## src/rtl/pipe_ctrl_pkg.sv

```systemverilog
`default_nettype none
// ============================================================================
//  Module   : pipe_ctrl_pkg
//  Purpose  : Shared definitions for the pipeline hazard controller: the
//             sequencer state encoding and the hard-wired zero register index.
//  Ports    : none (package)
//  Revision : 1.0  initial release
// ============================================================================
package pipe_ctrl_pkg;

    localparam logic [1:0] ST_RUN      = 2'd0;
    localparam logic [1:0] ST_MEM_WAIT = 2'd1;
    localparam logic [1:0] ST_MD_BUSY  = 2'd2;
    localparam logic [1:0] ST_FLUSH    = 2'd3;

    localparam logic [4:0] REG_ZERO    = 5'd0;

endpackage : pipe_ctrl_pkg
`default_nettype wire

```

## src/rtl/hazard_detect_lu.sv

```systemverilog
`default_nettype none
// ============================================================================
//  Module   : hazard_detect_lu
//  Purpose  : Combinational load-use comparator. Flags when the instruction
//             in ID reads a register that a load currently in EXE will write.
//  Ports    : i_id_rs, i_id_rt          source register fields in ID
//             i_id_use_rs, i_id_use_rt  ID instruction actually reads them
//             i_exe_mem_read, i_exe_we  EXE instruction is a load / writes RF
//             i_exe_wreg                EXE destination register
//             o_lu_hazard               load-use hazard present
//  Revision : 1.0  initial release
// ============================================================================
module hazard_detect_lu
    import pipe_ctrl_pkg::*;
(
    input  logic [4:0] i_id_rs,
    input  logic [4:0] i_id_rt,
    input  logic       i_id_use_rs,
    input  logic       i_id_use_rt,
    input  logic       i_exe_mem_read,
    input  logic       i_exe_we,
    input  logic [4:0] i_exe_wreg,
    output logic       o_lu_hazard
);

    logic w_rs_match;
    logic w_rt_match;
    logic w_exe_load_wr;

    // Writes to r0 are discarded, so a load targeting r0 never creates a hazard.
    assign w_exe_load_wr = i_exe_mem_read & i_exe_we & (i_exe_wreg != REG_ZERO);
    assign w_rs_match    = i_id_use_rs & (i_id_rs == i_exe_wreg);
    assign w_rt_match    = i_id_use_rt & (i_id_rt == i_exe_wreg);
    assign o_lu_hazard   = w_exe_load_wr & (w_rs_match | w_rt_match);

endmodule : hazard_detect_lu
`default_nettype wire

```

## src/rtl/pipe_hazard_ctrl.sv

```systemverilog
`default_nettype none
// ============================================================================
//  Module   : pipe_hazard_ctrl
//  Purpose  : Stall/flush sequencer for the 5-stage pipeline. Drives the
//             enables and clears of PC, IF/ID, ID/EXE, EXE/MEM and MEM/WB,
//             resolving exceptions, data-memory waits, multi-cycle mul/div
//             and load-use hazards (in that priority), and counts the cycles
//             in which the PC is held.
//  Ports    : clk, rst                  clock, synchronous active-high reset
//             id_rs/rt, id_use_rs/rt    ID source operands
//             exe_mem_read, exe_we,
//             exe_wreg                  EXE instruction destination info
//             md_start                  EXE instruction is mul/div
//             mem_req, mem_ack          data-memory handshake in MEM
//             exc_taken                 exception/eret committed in MEM
//             *_en                      pipeline register enables
//             if_id_flush, *_bubble     pipeline register clears
//             busy                      sequencer not in RUN
//             stall_cycles              count of cycles with pc_en = 0
//  Revision : 1.0  initial release
// ============================================================================
module pipe_hazard_ctrl
    import pipe_ctrl_pkg::*;
#(
    parameter int MD_LAT = 32,
    parameter int CNT_W  = 32
) (
    input  logic             clk,
    input  logic             rst,
    input  logic [4:0]       id_rs,
    input  logic [4:0]       id_rt,
    input  logic             id_use_rs,
    input  logic             id_use_rt,
    input  logic             exe_mem_read,
    input  logic             exe_we,
    input  logic [4:0]       exe_wreg,
    input  logic             md_start,
    input  logic             mem_req,
    input  logic             mem_ack,
    input  logic             exc_taken,
    output logic             pc_en,
    output logic             if_id_en,
    output logic             id_exe_en,
    output logic             exe_mem_en,
    output logic             mem_wb_en,
    output logic             if_id_flush,
    output logic             id_exe_bubble,
    output logic             exe_mem_bubble,
    output logic             mem_wb_bubble,
    output logic             busy,
    output logic [CNT_W-1:0] stall_cycles
);

    // The cycle that launches mul/div is the first of MD_LAT, so the counter
    // is loaded with the number of cycles still to go after it.
    localparam logic [7:0]       c_md_init = 8'(MD_LAT - 1);
    localparam logic [CNT_W-1:0] c_cnt_one = {{(CNT_W-1){1'b0}}, 1'b1};

    logic [1:0]       state_q, state_d;
    logic [7:0]       md_cnt_q, md_cnt_d;
    logic [CNT_W-1:0] stall_cycles_q, stall_cycles_d;

    logic w_lu_hazard;
    logic w_mem_stall;

    assign w_mem_stall = mem_req & ~mem_ack;

    hazard_detect_lu u_lu (
        .i_id_rs        (id_rs),
        .i_id_rt        (id_rt),
        .i_id_use_rs    (id_use_rs),
        .i_id_use_rt    (id_use_rt),
        .i_exe_mem_read (exe_mem_read),
        .i_exe_we       (exe_we),
        .i_exe_wreg     (exe_wreg),
        .o_lu_hazard    (w_lu_hazard)
    );

    // ------------------------------------------------------------------
    // State register
    // ------------------------------------------------------------------
    always_ff @(posedge clk) begin
        if (rst) begin
            state_q        <= ST_RUN;
            md_cnt_q       <= 8'd0;
            stall_cycles_q <= '0;
        end else begin
            state_q        <= state_d;
            md_cnt_q       <= md_cnt_d;
            stall_cycles_q <= stall_cycles_d;
        end
    end

    // ------------------------------------------------------------------
    // Next-state logic
    // ------------------------------------------------------------------
    always_comb begin
        state_d  = state_q;
        md_cnt_d = md_cnt_q;
        if (exc_taken) begin
            // An exception abandons any outstanding wait.
            state_d  = ST_FLUSH;
            md_cnt_d = 8'd0;
        end else begin
            case (state_q)
                ST_RUN: begin
                    if (w_mem_stall) begin
                        state_d = ST_MEM_WAIT;
                    end else if (md_start) begin
                        state_d  = ST_MD_BUSY;
                        md_cnt_d = c_md_init;
                    end
                end
                ST_MEM_WAIT: begin
                    if (mem_ack) begin
                        state_d = ST_RUN;
                    end
                end
                ST_MD_BUSY: begin
                    // The count keeps running under a memory stall and parks
                    // at 1; leaving is held off until memory is done too.
                    if (md_cnt_q > 8'd1) begin
                        md_cnt_d = md_cnt_q - 8'd1;
                    end else if (!w_mem_stall) begin
                        state_d = ST_RUN;
                    end
                end
                ST_FLUSH: begin
                    state_d = ST_RUN;
                end
                default: begin
                    state_d = ST_RUN;
                end
            endcase
        end
    end

    // ------------------------------------------------------------------
    // Output logic
    // ------------------------------------------------------------------
    always_comb begin
        pc_en          = 1'b1;
        if_id_en       = 1'b1;
        id_exe_en      = 1'b1;
        exe_mem_en     = 1'b1;
        mem_wb_en      = 1'b1;
        if_id_flush    = 1'b0;
        id_exe_bubble  = 1'b0;
        exe_mem_bubble = 1'b0;
        mem_wb_bubble  = 1'b0;
        busy           = (state_q != ST_RUN);

        if (rst) begin
            pc_en      = 1'b0;
            if_id_en   = 1'b0;
            id_exe_en  = 1'b0;
            exe_mem_en = 1'b0;
            mem_wb_en  = 1'b0;
            busy       = 1'b0;
        end else if (exc_taken) begin
            if_id_flush    = 1'b1;
            id_exe_bubble  = 1'b1;
            exe_mem_bubble = 1'b1;
        end else begin
            case (state_q)
                ST_RUN: begin
                    if (w_mem_stall) begin
                        pc_en         = 1'b0;
                        if_id_en      = 1'b0;
                        id_exe_en     = 1'b0;
                        exe_mem_en    = 1'b0;
                        mem_wb_bubble = 1'b1;
                    end else if (md_start) begin
                        pc_en          = 1'b0;
                        if_id_en       = 1'b0;
                        id_exe_en      = 1'b0;
                        exe_mem_bubble = 1'b1;
                    end else if (w_lu_hazard) begin
                        pc_en         = 1'b0;
                        if_id_en      = 1'b0;
                        id_exe_bubble = 1'b1;
                    end
                end
                ST_MEM_WAIT: begin
                    if (!mem_ack) begin
                        pc_en         = 1'b0;
                        if_id_en      = 1'b0;
                        id_exe_en     = 1'b0;
                        exe_mem_en    = 1'b0;
                        mem_wb_bubble = 1'b1;
                    end
                end
                ST_MD_BUSY: begin
                    if (md_cnt_q > 8'd1) begin
                        pc_en          = 1'b0;
                        if_id_en       = 1'b0;
                        id_exe_en      = 1'b0;
                        exe_mem_bubble = 1'b1;
                    end
                    // A memory stall layers on top of the mul/div hold.
                    if (w_mem_stall) begin
                        pc_en         = 1'b0;
                        if_id_en      = 1'b0;
                        id_exe_en     = 1'b0;
                        exe_mem_en    = 1'b0;
                        mem_wb_bubble = 1'b1;
                    end
                end
                ST_FLUSH: begin
                    if_id_flush = 1'b1;
                end
                default: begin
                    if_id_flush = 1'b0;
                end
            endcase
        end
    end

    // ------------------------------------------------------------------
    // Stall-cycle performance counter
    // ------------------------------------------------------------------
    always_comb begin
        stall_cycles_d = pc_en ? stall_cycles_q : (stall_cycles_q + c_cnt_one);
    end

    assign stall_cycles = stall_cycles_q;

endmodule : pipe_hazard_ctrl
`default_nettype wire

```

## config.mk

```make
export PLATFORM = sky130hd
export DESIGN_NAME = pipe_hazard_ctrl
export DESIGN_NICKNAME = d
export VERILOG_FILES = /design/src/rtl/pipe_ctrl_pkg.sv /design/src/rtl/hazard_detect_lu.sv /design/src/rtl/pipe_hazard_ctrl.sv
export SDC_FILE = /design/constraint.sdc
export NUM_CORES = 1
export LEC_CHECK = 0
export CORE_MARGIN = 1.5
export CORE_UTILIZATION = 49
export DETAILED_ROUTE_END_ITERATION = 16
export GPL_ROUTABILITY_DRIVEN = 0
export HOLD_SLACK_MARGIN = 0.12
export PLACE_DENSITY = 0.83
export SLEW_MARGIN = 10
export SYNTH_ARGS = -nofsm -noshare
export SYNTH_HDL_FRONTEND = slang
export SYNTH_HIERARCHICAL = 1
export SYNTH_SLANG_ARGS = --single-unit
```

## constraint.sdc

```tcl
create_clock -name clk -period 5.04 [get_ports clk]
set_input_delay 1.512 -clock clk [delete_from_list [all_inputs] [get_ports clk]]
set_output_delay 1.512 -clock clk [all_outputs]
set_load 0.05 [all_outputs]
```

==> flow_summary.json, run 1 <==
{
  "nFillCells": 410,
  "path_max_fanout": 2,
  "r2r_cells": 5,
  "antenna_found_initial": 0,
  "port_buffers": 66,
  "drv_cap": 0,
  "cellPowerDensity_mw_per_mm2": 220.3,
  "end_kind": "output pin",
  "post-route-util_pct": 68.62,
  "slew_violations": 0,
  "clock.fmax_mhz": 203.7,
  "path_clk_slew_ns": 0.09,
  "chip_area_mm2": 0.005532,
  "min_to": "stall_cycles[31]",
  "switching_power_w": 0.0002180,
  "pwr-share-comb_pct": 20.9,
  "cts-root-buf": "clkbuf_8",
  "ioPinCount": 67,
  "synth_nets": 327,
  "path_depth": 10,
  "synth_cells": 299,
  "largest_reg_flops": 32,
  "ff_count": 42,
  "hold_path.class": "reg2reg",
  "regArea_um2": 840.8,
  "cts_resized": 6,
  "ant_nets": 0,
  "dp_cells": 417,
  "fin_crit_sh_pct": 97.40,
  "max-clock-path-buffers": 2,
  "simple_gate_area_share_pct": 28.27,
  "placed_area_mm2": 0.003159,
  "nets": 386,
  "clk_latency_ns": 0.30,
  "numSynthFlops": 42,
  "areaGrowthSynthToFinish_pct": 32.43,
  "rrSetupSlack_ns": 2.50,
  "path_delay_family": "simple AND/OR/NAND/NOR gates",
  "slowest_delay_ns": 0.43,
  "drc": 0,
  "top_cells_by_area": "dfxtp_1 34%, or4_1 6.0%, xor2_1 4.6%, nor2_1 4.2%, o31ai_1 4.2%",
  "path_cells": "clkdlybuf4s50_1 -> xor2_1 -> nor4_1 -> nand3_1 -> a21oi_2 -> nor2_2 -> a311oi_4 -> o21ai_2 -> and2_4 -> buf_8",
  "crit_start": "id_rs[3]",
  "outcome": "finished clean",
  "tool_warnings": 27,
  "max-vdd-ir-drop_uv": 161.8,
  "drive_gt1_share_pct": 12.81,
  "dp_hpwl_mm": 4.424,
  "fp_util_pct": 51.82,
  "layout.nonclk_buf_share_pct": 21.73,
  "rows": 25,
  "pre_cts_ws_ns": -0.07492,
  "nNonClkInverters": 13,
  "viasPerCell": 5.843,
  "synthArstFlopShare_pct": 0,
  "arrival_ns": 3.40,
  "synth-main-ff-cell": "dfxtp_1",
  "htreeDepth": 2,
  "ys_top_logic_family": "simple AND/OR/NAND/NOR gates",
  "mux_share_pct": 1.704,
  "tightest_slew_ns": 0.5862,
  "yosysWarnings": 6,
  "slowest_stage": "clkdlybuf4s50_1",
  "nClkBuffers": 6,
  "holdPathStages": 2,
  "n_all_buffers": 71,
  "slew_headroom_pct": 60.74,
  "fa_ha_area_share_pct": 1.504,
  "synth.cellmix.compoundShare_pct": 22.11,
  "fin_total_pwr_w": 0.0007281,
  "final.setup.tns_ns": 0,
  "internal-power_w": 0.0005102,
  "gr-total-overflow": 0,
  "p_sw_share_pct": 29.93,
  "ys_sh_xor_pct": 6.316,
  "setup_violations": 0,
  "comb_share_pct": 45.95,
  "fin_ws_ns": 0.1311,
  "seq_power_share_pct": 47.6,
  "fin_crit_ns": 4.909,
  "synth_top_cell_by_area": "dfxtp_1",
  "finalHoldViolCount": 0,
  "synth-edff-count": 0,
  "syn_area_per_cell_um2": 8.348,
  "dieHeight_um": 74.38,
  "ys_seq_share_pct": 33.68,
  "min_from": "stall_cycles[31]",
  "clkCellAreaFrac_pct": 2.877,
  "grt_pass1_wl_mm": 10.14,
  "cts.sinks": 42,
  "final_cells": 426
}
[run 1: metal layers]
metal | share of wire (%) | up-vias | global-route usage (%)
met5 | 0 | - | 0
met4 | 0.74 | 0 | 7.879
met3 | 5.6 | 4 | 6.504
met2 | 50 | 82 | 38.79
met1 | 44 | 1166 | 29.05
li1 | - | 1237 | -
[run 1: cells in the mapped netlist, types with 2 or more instances]
cell      instances
ha_1              3
and3_1            4
buf_4             2
nand2_1          14
or2_2             3
dfxtp_1          42
buf_1             3
o21a_1            6
o31ai_1          14
a21oi_2          10
nor2_1           28
o211ai_1          4
buf_6             2
and4_1            4
xor2_1           13
inv_1            12
nor3_1           11
clkbuf_1          6
a211oi_1          2
nor2b_1           3
a21oi_1          14
mux2i_1           2
or3_1             8
mux2_1            2
nand3_1          13
o211ai_2          2
or4_1            20
xnor2_1           5
nor4_1            5
and2_1            2
o21ai_1           6
nand2b_1          3
buf_2             5
nand4_1           9
[run 1: layout by cell type (no fill, tap or decap), types with 5 or more instances in the layout]
master           count
nand2_1             14
dlymetal6s2s_1       8
or3_1                8
nand4_1              9
or4_1               20
xnor2_1              5
xor2_1              13
a21oi_2             11
nor4_1               5
clkdlybuf4s50_1     46
clkbuf_8             6
nor3_1              11
o31ai_1             14
dfxtp_1             42
a21oi_1             13
nor2_1              27
inv_1               12
o21ai_1              5
o21a_1               6
nand3_1             13
buf_4               12
[run 1: power by group through the flow]
stage	Clock [W]	Combinational (W)	Sequential (W)
2_1_floorplan	0	0.0000977	0.000358
3_3_place_gp	0	0.000145	0.000354
3_5_place_dp	0	0.000148	0.000354
4_1_cts	0.000234	0.000150	0.000346
5_1_grt	0.000251	0.000163	0.000348
6_report	0.000230	0.000152	0.000347
Fig. 1: run 1, metal layers overlaid
Scale bar: 20 um. Two of the layers only.
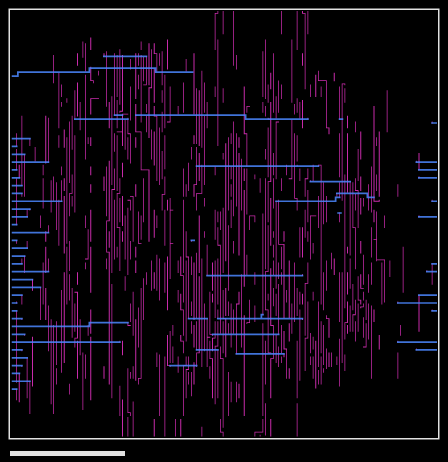
| layer | color | wire length |
|---|---|---|
| met2 | magenta | 3050 um |
| met3 | blue | 345 um |
final WL: 6.109 mm
WL/cell: 14.34 um
GRT Overall Usage: 23.30%
detailed-route via count: 2489

Fig. 2: run 1, sequential cells grouped by signal name
Scale bar: 20 um.
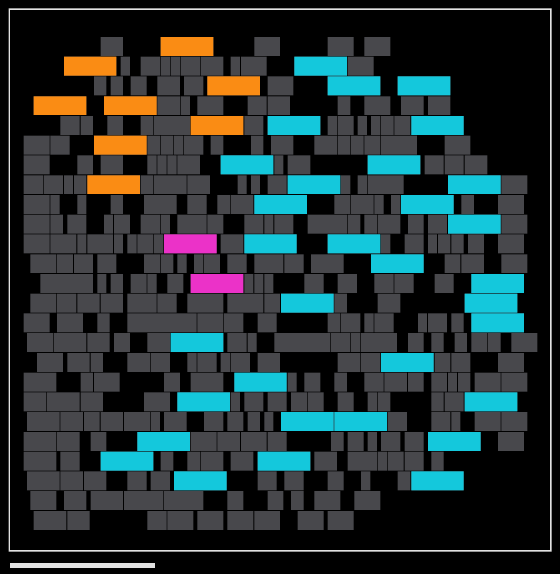
| netlist name | color | flops |
|---|---|---|
| state_q | magenta | 2 |
| md_cnt_q | orange | 8 |
| stall_cycles | cyan | 32 |

Fig. 3: run 1, clock distribution
Scale bar: 20 um.
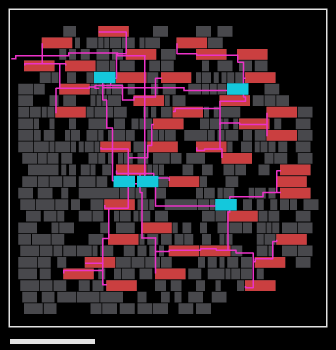
[cells driving clock nets] cyan | count: 5
[clock wires] magenta | length: 527 um
[flip-flops] red | count: 42
flops lie: spread over the die
routed clock nets: 6
Worst Skew: 0.01086 ns
clk pwr: 0.000230 W

Fig. 4: run 1, placement by cell class
Fill, decap, tap and diode cells in gray.
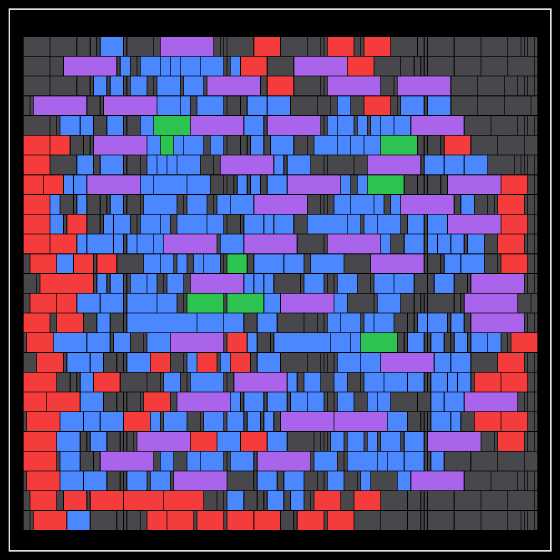
| class | color | cells |
|---|---|---|
| flip-flops | purple | 42 |
| all other logic | blue | 238 |
| other buffers and delay cells | red | 71 |
| clock drivers and dummy loads | green | 8 |

--- run 2 (diff from run 1) ---
--- a/config.mk
+++ b/config.mk
@@ -6,11 +6,11 @@
 export NUM_CORES = 1
 export LEC_CHECK = 0
 export CORE_MARGIN = 1.5
-export CORE_UTILIZATION = 49
+export CORE_UTILIZATION = 44
 export DETAILED_ROUTE_END_ITERATION = 16
 export GPL_ROUTABILITY_DRIVEN = 0
 export HOLD_SLACK_MARGIN = 0.12
-export PLACE_DENSITY = 0.83
+export PLACE_DENSITY = 0.79
 export SLEW_MARGIN = 10
 export SYNTH_ARGS = -nofsm -noshare
 export SYNTH_HDL_FRONTEND = slang
==> constraint.sdc (replaced) <==
create_clock -name clk -period 4.01 [get_ports clk]
set_input_delay 1.203 -clock clk [delete_from_list [all_inputs] [get_ports clk]]
set_output_delay 1.203 -clock clk [all_outputs]
set_load 0.05 [all_outputs]
==> flow_summary.json, run 2 <==
{
  "antenna_found_initial": 0,
  "internal-power_w": 0.0006923,
  "ys_top_logic_family": "simple AND/OR/NAND/NOR gates",
  "top_cells_by_count": "42 x dfxtp_1, 28 x nor2_1, 20 x or4_1",
  "wl_per_cell_um": 13.98,
  "slowest_stage": "nor4_1",
  "port_buffers": 66,
  "synthArstFlopShare_pct": 0,
  "yosysWarnings": 6,
  "p_sw_share_pct": 28.42,
  "routed_wl_mm": 6.123,
  "setup_violations": 0,
  "dieHeight_um": 78.32,
  "synth_top_cell_by_area": "dfxtp_1",
  "hold_buffers": 0,
  "ant_nets": 0,
  "drv_cap": 0,
  "cellPowerDensity_mw_per_mm2": 287.8,
  "synth_cells": 299,
  "synth_nets": 327,
  "slew_violations": 0,
  "r2r_cells": 6,
  "track_usage_pct": 21.61,
  "drc": 0,
  "seq_power_share_pct": 45.0,
  "dp_hpwl_mm": 4.612,
  "end_kind": "output pin",
  "switching_power_w": 0.0002749,
  "final_common_cell": "dfxtp_1",
  "vias": 2488,
  "cts_tree": "built",
  "fin_crit_sh_pct": 99.10,
  "clock.fmax_mhz": 251.7,
  "path_delay_family": "simple AND/OR/NAND/NOR gates",
  "cts-root-buf": "clkbuf_8",
  "synth.cellmix.compoundShare_pct": 22.11,
  "largest_reg_flops": 32,
  "crit_start": "exe_wreg[0]",
  "max-clock-path-buffers": 2,
  "ioPinCount": 67,
  "tightest_slew_ns": 0.5659,
  "path_max_fanout": 3,
  "grt_pass1_wl_mm": 10.74,
  "nets": 393,
  "tool_warnings": 30,
  "skew_ns": 0.005834,
  "mostFrequentLayoutCells": "42 x dfxtp_1, 41 x clkdlybuf4s50_1, 27 x nor2_1",
  "path_depth": 10,
  "top_cell": "dfxtp_1",
  "slew_headroom_pct": 62.09,
  "rrSetupSlack_ns": 1.42,
  "path_clk_slew_ns": 0.08,
  "ys_seq_share_pct": 33.68,
  "fp_util_pct": 45.33,
  "top_cells_by_area": "dfxtp_1 34%, or4_1 6.0%, xor2_1 4.6%, nor2_1 4.2%, o31ai_1 4.2%",
  "min_from": "stall_cycles[31]",
  "viasPerCell": 5.680,
  "drive_gt1_share_pct": 18.31,
  "placed_area_mm2": 0.003229,
  "simple_gate_area_share_pct": 28.27,
  "syn_area_per_cell_um2": 8.348,
  "mux_share_pct": 1.704,
  "ys_sh_xor_pct": 6.316,
  "finalHoldViolCount": 0,
  "final.setup.tns_ns": 0,
  "pwr-share-comb_pct": 20.7,
  "path_cells": "buf_6 -> xor2_1 -> nor4_1 -> nand3_1 -> a21oi_2 -> nor2_2 -> a311oi_4 -> o21ai_2 -> and2_4 -> buf_8",
  "chip_area_mm2": 0.006134,
  "outcome": "finished clean",
  "synth-edff-count": 0,
  "cts.sinks": 42
}
==> run 2: cell counts after synthesis <==
No cell type changed its count.
==> run 2: through the flow <==
step                total power [W]  utilization, %  hold WS (ns)  worst slack [ns]  instances
detailed placement        0.0006411           58.65        0.4939           -0.4603        429
global route               0.001019           61.03        0.5405          -0.08869        438
global placement          0.0006377           58.65        0.4747           -0.3997        429
finish                    0.0009673           61.03        0.5022           0.03624        438
CTS                       0.0009724           60.69        0.5048           -0.1026        438
floorplan                 0.0005763               -        0.4740           -0.1946        299
==> run 2: power by group through the flow <==
stage               combinational (W)  clock [W]  sequential (W)
floorplan                    0.000126          0        0.000451
global placement             0.000193          0        0.000445
detailed placement           0.000196          0        0.000445
CTS                          0.000199   0.000338        0.000435
global route                 0.000218   0.000363        0.000438
finish                       0.000200   0.000332        0.000435
==> run 2: final cells by class <==
| cell class | count | area, um2 |
|---|---|---|
| Inverter | 13 | 48.80 |
| Fill cell | 510 | 2146 |
| Clock inverter | 3 | 40.04 |
| Tap cell | 72 | 90.09 |
| Multi-Input combinational cell | 225 | 1539 |
| Sequential cell | 42 | 840.8 |
| Timing Repair Buffer | 78 | 733.2 |
| Clock buffer | 5 | 68.82 |
==> run 2: layer usage <==
metal | up-vias | GRT usage (%) | share of wire [%]
met5 | - | 0 | 0
met3 | 9 | 5.930 | 5.4
met4 | 0 | 7.857 | 1.0
li1 | 1248 | - | -
met1 | 1158 | 23.77 | 42
met2 | 73 | 39.48 | 51
==> run 2: what timing repair did <==
action                                 in CTS  in global routing
endpoints found under the hold margin       0                  0
pin swaps                                  13                 11
setup endpoints to repair                   3                  2
resized                                    48                 11
buffers inserted                            1                  0
Fig. 5: run 2, placement by cell class
Fill, decap, tap and diode cells in gray.
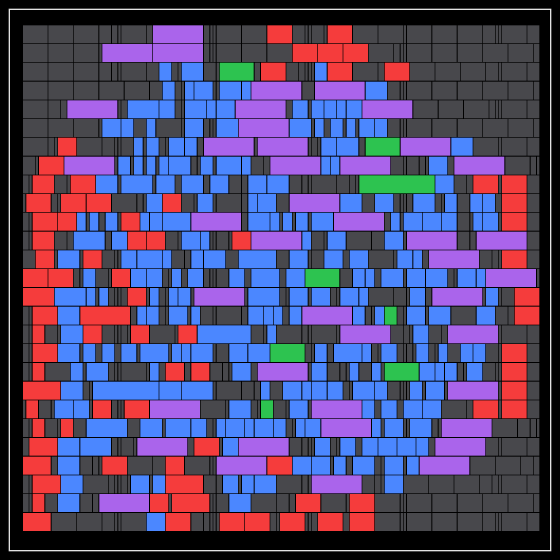
| class | color | cells |
|---|---|---|
| flip-flops | purple | 42 |
| clock drivers and dummy loads | green | 8 |
| other buffers and delay cells | red | 78 |
| all other logic | blue | 238 |
site row count: 27
final non-filler cell area: 0.003361 mm2
Seq area share: 25.02%
Layout Utilization: 61.03%
Core Region: 0.005507 mm2

--- run 3 (diff from run 2) ---
--- a/config.mk
+++ b/config.mk
@@ -5,6 +5,7 @@
 export SDC_FILE = /design/constraint.sdc
 export NUM_CORES = 1
 export LEC_CHECK = 0
+export CAP_MARGIN = 20
 export CORE_MARGIN = 1.5
 export CORE_UTILIZATION = 44
 export DETAILED_ROUTE_END_ITERATION = 16
Fig. 6: run 3, sequential cells grouped by signal name
Scale bar: 20 um.
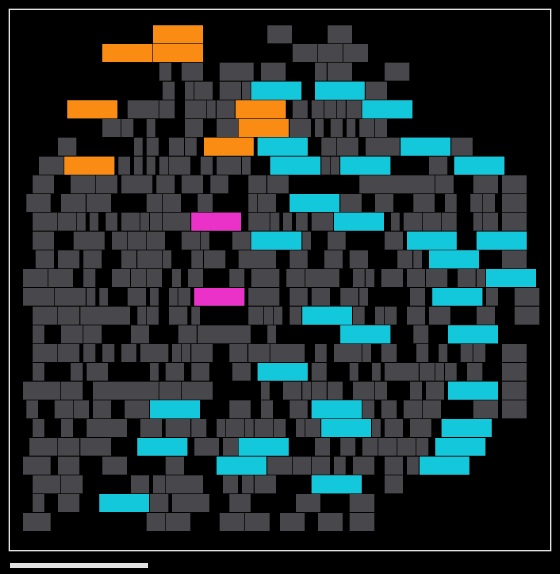
| netlist name | color | flops |
|---|---|---|
| md_cnt_q | orange | 8 |
| state_q | magenta | 2 |
| stall_cycles | cyan | 32 |

==> flow_summary.json, run 3 <==
{
  "outcome": "finished clean",
  "top_cells_by_area": "dfxtp_1 34%, or4_1 6.0%, xor2_1 4.6%, nor2_1 4.2%, o31ai_1 4.2%",
  "slew_headroom_pct": 62.09,
  "dp_hpwl_mm": 4.612,
  "ys_sh_xor_pct": 6.316,
  "viasPerCell": 5.680,
  "end_kind": "output pin",
  "core_mm2": 0.005507,
  "dieHeight_um": 78.32,
  "areaGrowthSynthToFinish_pct": 34.64,
  "p_sw_share_pct": 28.42,
  "hold_buffers": 0,
  "mux_share_pct": 1.704,
  "finalHoldViolCount": 0,
  "synth-edff-count": 0,
  "path_cells": "buf_6 -> xor2_1 -> nor4_1 -> nand3_1 -> a21oi_2 -> nor2_2 -> a311oi_4 -> o21ai_2 -> and2_4 -> buf_8",
  "path_max_fanout": 3,
  "postCtsSetupBuffers": 1,
  "grt_pass1_wl_mm": 10.74,
  "clock.fmax_mhz": 251.7,
  "mostFrequentLayoutCells": "42 x dfxtp_1, 41 x clkdlybuf4s50_1, 27 x nor2_1",
  "synth_nets": 327,
  "cts-root-buf": "clkbuf_8",
  "p_seq_w": 0.000435,
  "fa_ha_area_share_pct": 1.504,
  "arrival_ns": 2.77,
  "pwr-share-comb_pct": 20.7,
  "nFillCells": 510,
  "cellPowerDensity_mw_per_mm2": 287.8,
  "fin_ws_ns": 0.03624,
  "cts_resized": 48,
  "synth_cells": 299,
  "tool_warnings": 30,
  "nets": 393,
  "simple_gate_area_share_pct": 28.27,
  "chip_area_mm2": 0.006134,
  "drc": 0,
  "slowest_stage": "nor4_1",
  "top_cells_by_count": "42 x dfxtp_1, 28 x nor2_1, 20 x or4_1",
  "tightest_slew_ns": 0.5659,
  "synth-main-ff-cell": "dfxtp_1",
  "slew_violations": 0,
  "largest_reg_flops": 32,
  "fin_crit_sh_pct": 99.10,
  "final_common_cell": "dfxtp_1",
  "ioPinCount": 67,
  "holdPathStages": 2,
  "fin_total_pwr_w": 0.0009673,
  "seq_power_share_pct": 45.0,
  "switching_power_w": 0.0002749,
  "r2r_cells": 6,
  "syn_area_per_cell_um2": 8.348,
  "slowest_delay_ns": 0.28,
  "vias": 2488,
  "yosysWarnings": 6,
  "clk_latency_ns": 0.30,
  "gr-total-overflow": 0,
  "max-clock-path-buffers": 2,
  "post-route-util_pct": 61.03,
  "synthArstFlopShare_pct": 0,
  "port_buffers": 66,
  "synth.cellmix.compoundShare_pct": 22.11,
  "htreeDepth": 2,
  "pg_clk_w": 0.000332,
  "internal-power_w": 0.0006923,
  "path_clk_slew_ns": 0.08,
  "ys_top_logic_family": "simple AND/OR/NAND/NOR gates",
  "wl_per_cell_um": 13.98,
  "synth_top_cell_by_area": "dfxtp_1",
  "max-vdd-ir-drop_uv": 129.4,
  "rows": 27,
  "fp_util_pct": 45.33
}
[run 3: cell counts in the layout (fill, tap and decap cells not counted)]
No cell type changed its count.
[run 3: final timing paths]
| path | from | endpoint | slack, ns |
|---|---|---|---|
| worst max-delay path | exe_wreg[0] | if_id_en | 0.04 |
| worst min-delay path | stall_cycles[31] | stall_cycles[31] | 0.50 |
| worst max register to register | md_cnt_q[5] | stall_cycles[13] | 1.42 |
| worst min register to register | stall_cycles[31] | stall_cycles[31] | 0.50 |
[run 3: routing by layer]
layer | global-route usage (%) | wire length (um)
met1 | 23.77 | 2588
met2 | 39.48 | 3138
met3 | 5.930 | 333
met4 | 7.857 | 61
met5 | 0 | 0
[run 3: worst max-delay path, delay by kind of cell]
kind	cells	cell delay, ns
compound gates	3	0.53
buf+inv	2	0.25
simple gates	4	0.64
xor+xnor	1	0.15
[run 3: area by class of cell]
| type | instances | area, um2 | share of cell area [%] |
|---|---|---|---|
| sequential | 42 | 840.8 | 25.02 |
| multi-input combinational | 225 | 1539 | 45.79 |
| clock buffer | 5 | 68.82 | 2.048 |
| tap | 72 | 90.09 | 2.681 |
| inverter | 13 | 48.80 | 1.452 |
| clock inverter | 3 | 40.04 | 1.191 |
| timing repair buffer | 78 | 733.2 | 21.82 |
[run 3: metrics by stage]
stage / area [um2] / std cells / hold WS, ns
CTS: 3342 / 438 / 0.5048
global route: 3361 / 438 / 0.5405
detailed placement: 3229 / 429 / 0.4939
finish: 3361 / 438 / 0.5022
global placement: 3229 / 429 / 0.4747
floorplan: 2527 / 299 / 0.4740
[run 3: cells by family (layout without fill, tap and decap cells)]
logic type / Yosys count / after routing
compound gates: 72 / 72
simple gates: 128 / 128
flops: 42 / 42
fa+ha+maj: 3 / 3
buf+inv: 32 / 99
mux: 4 / 4
xor+xnor: 18 / 18

==> screenshots <==
Clock wiring as the flow saved it.
picture 1
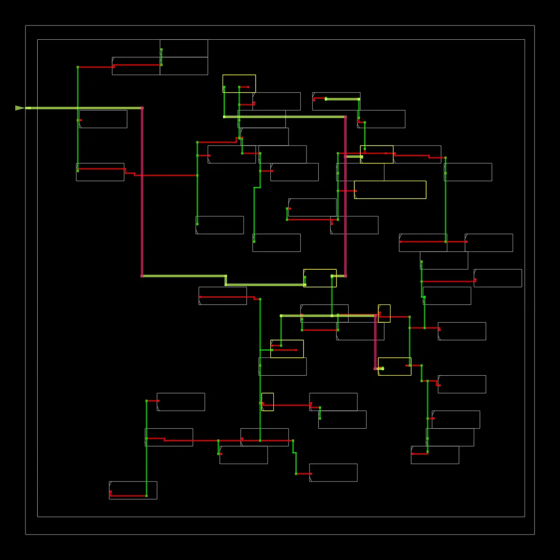
picture 2
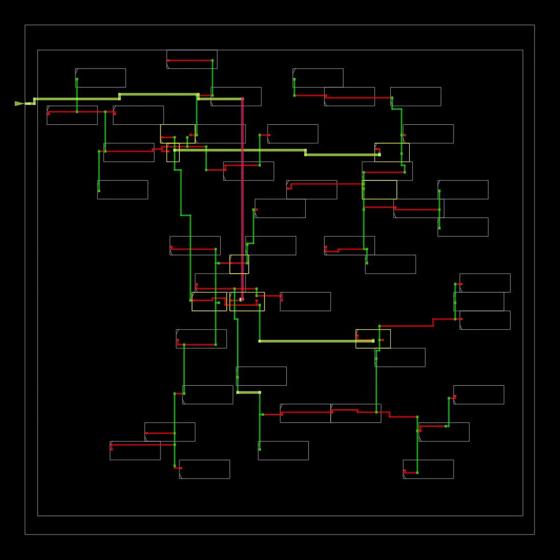
Run 1 is picture 2.
Run 2 is picture 1.

Power and IR drop assume default switching activity.
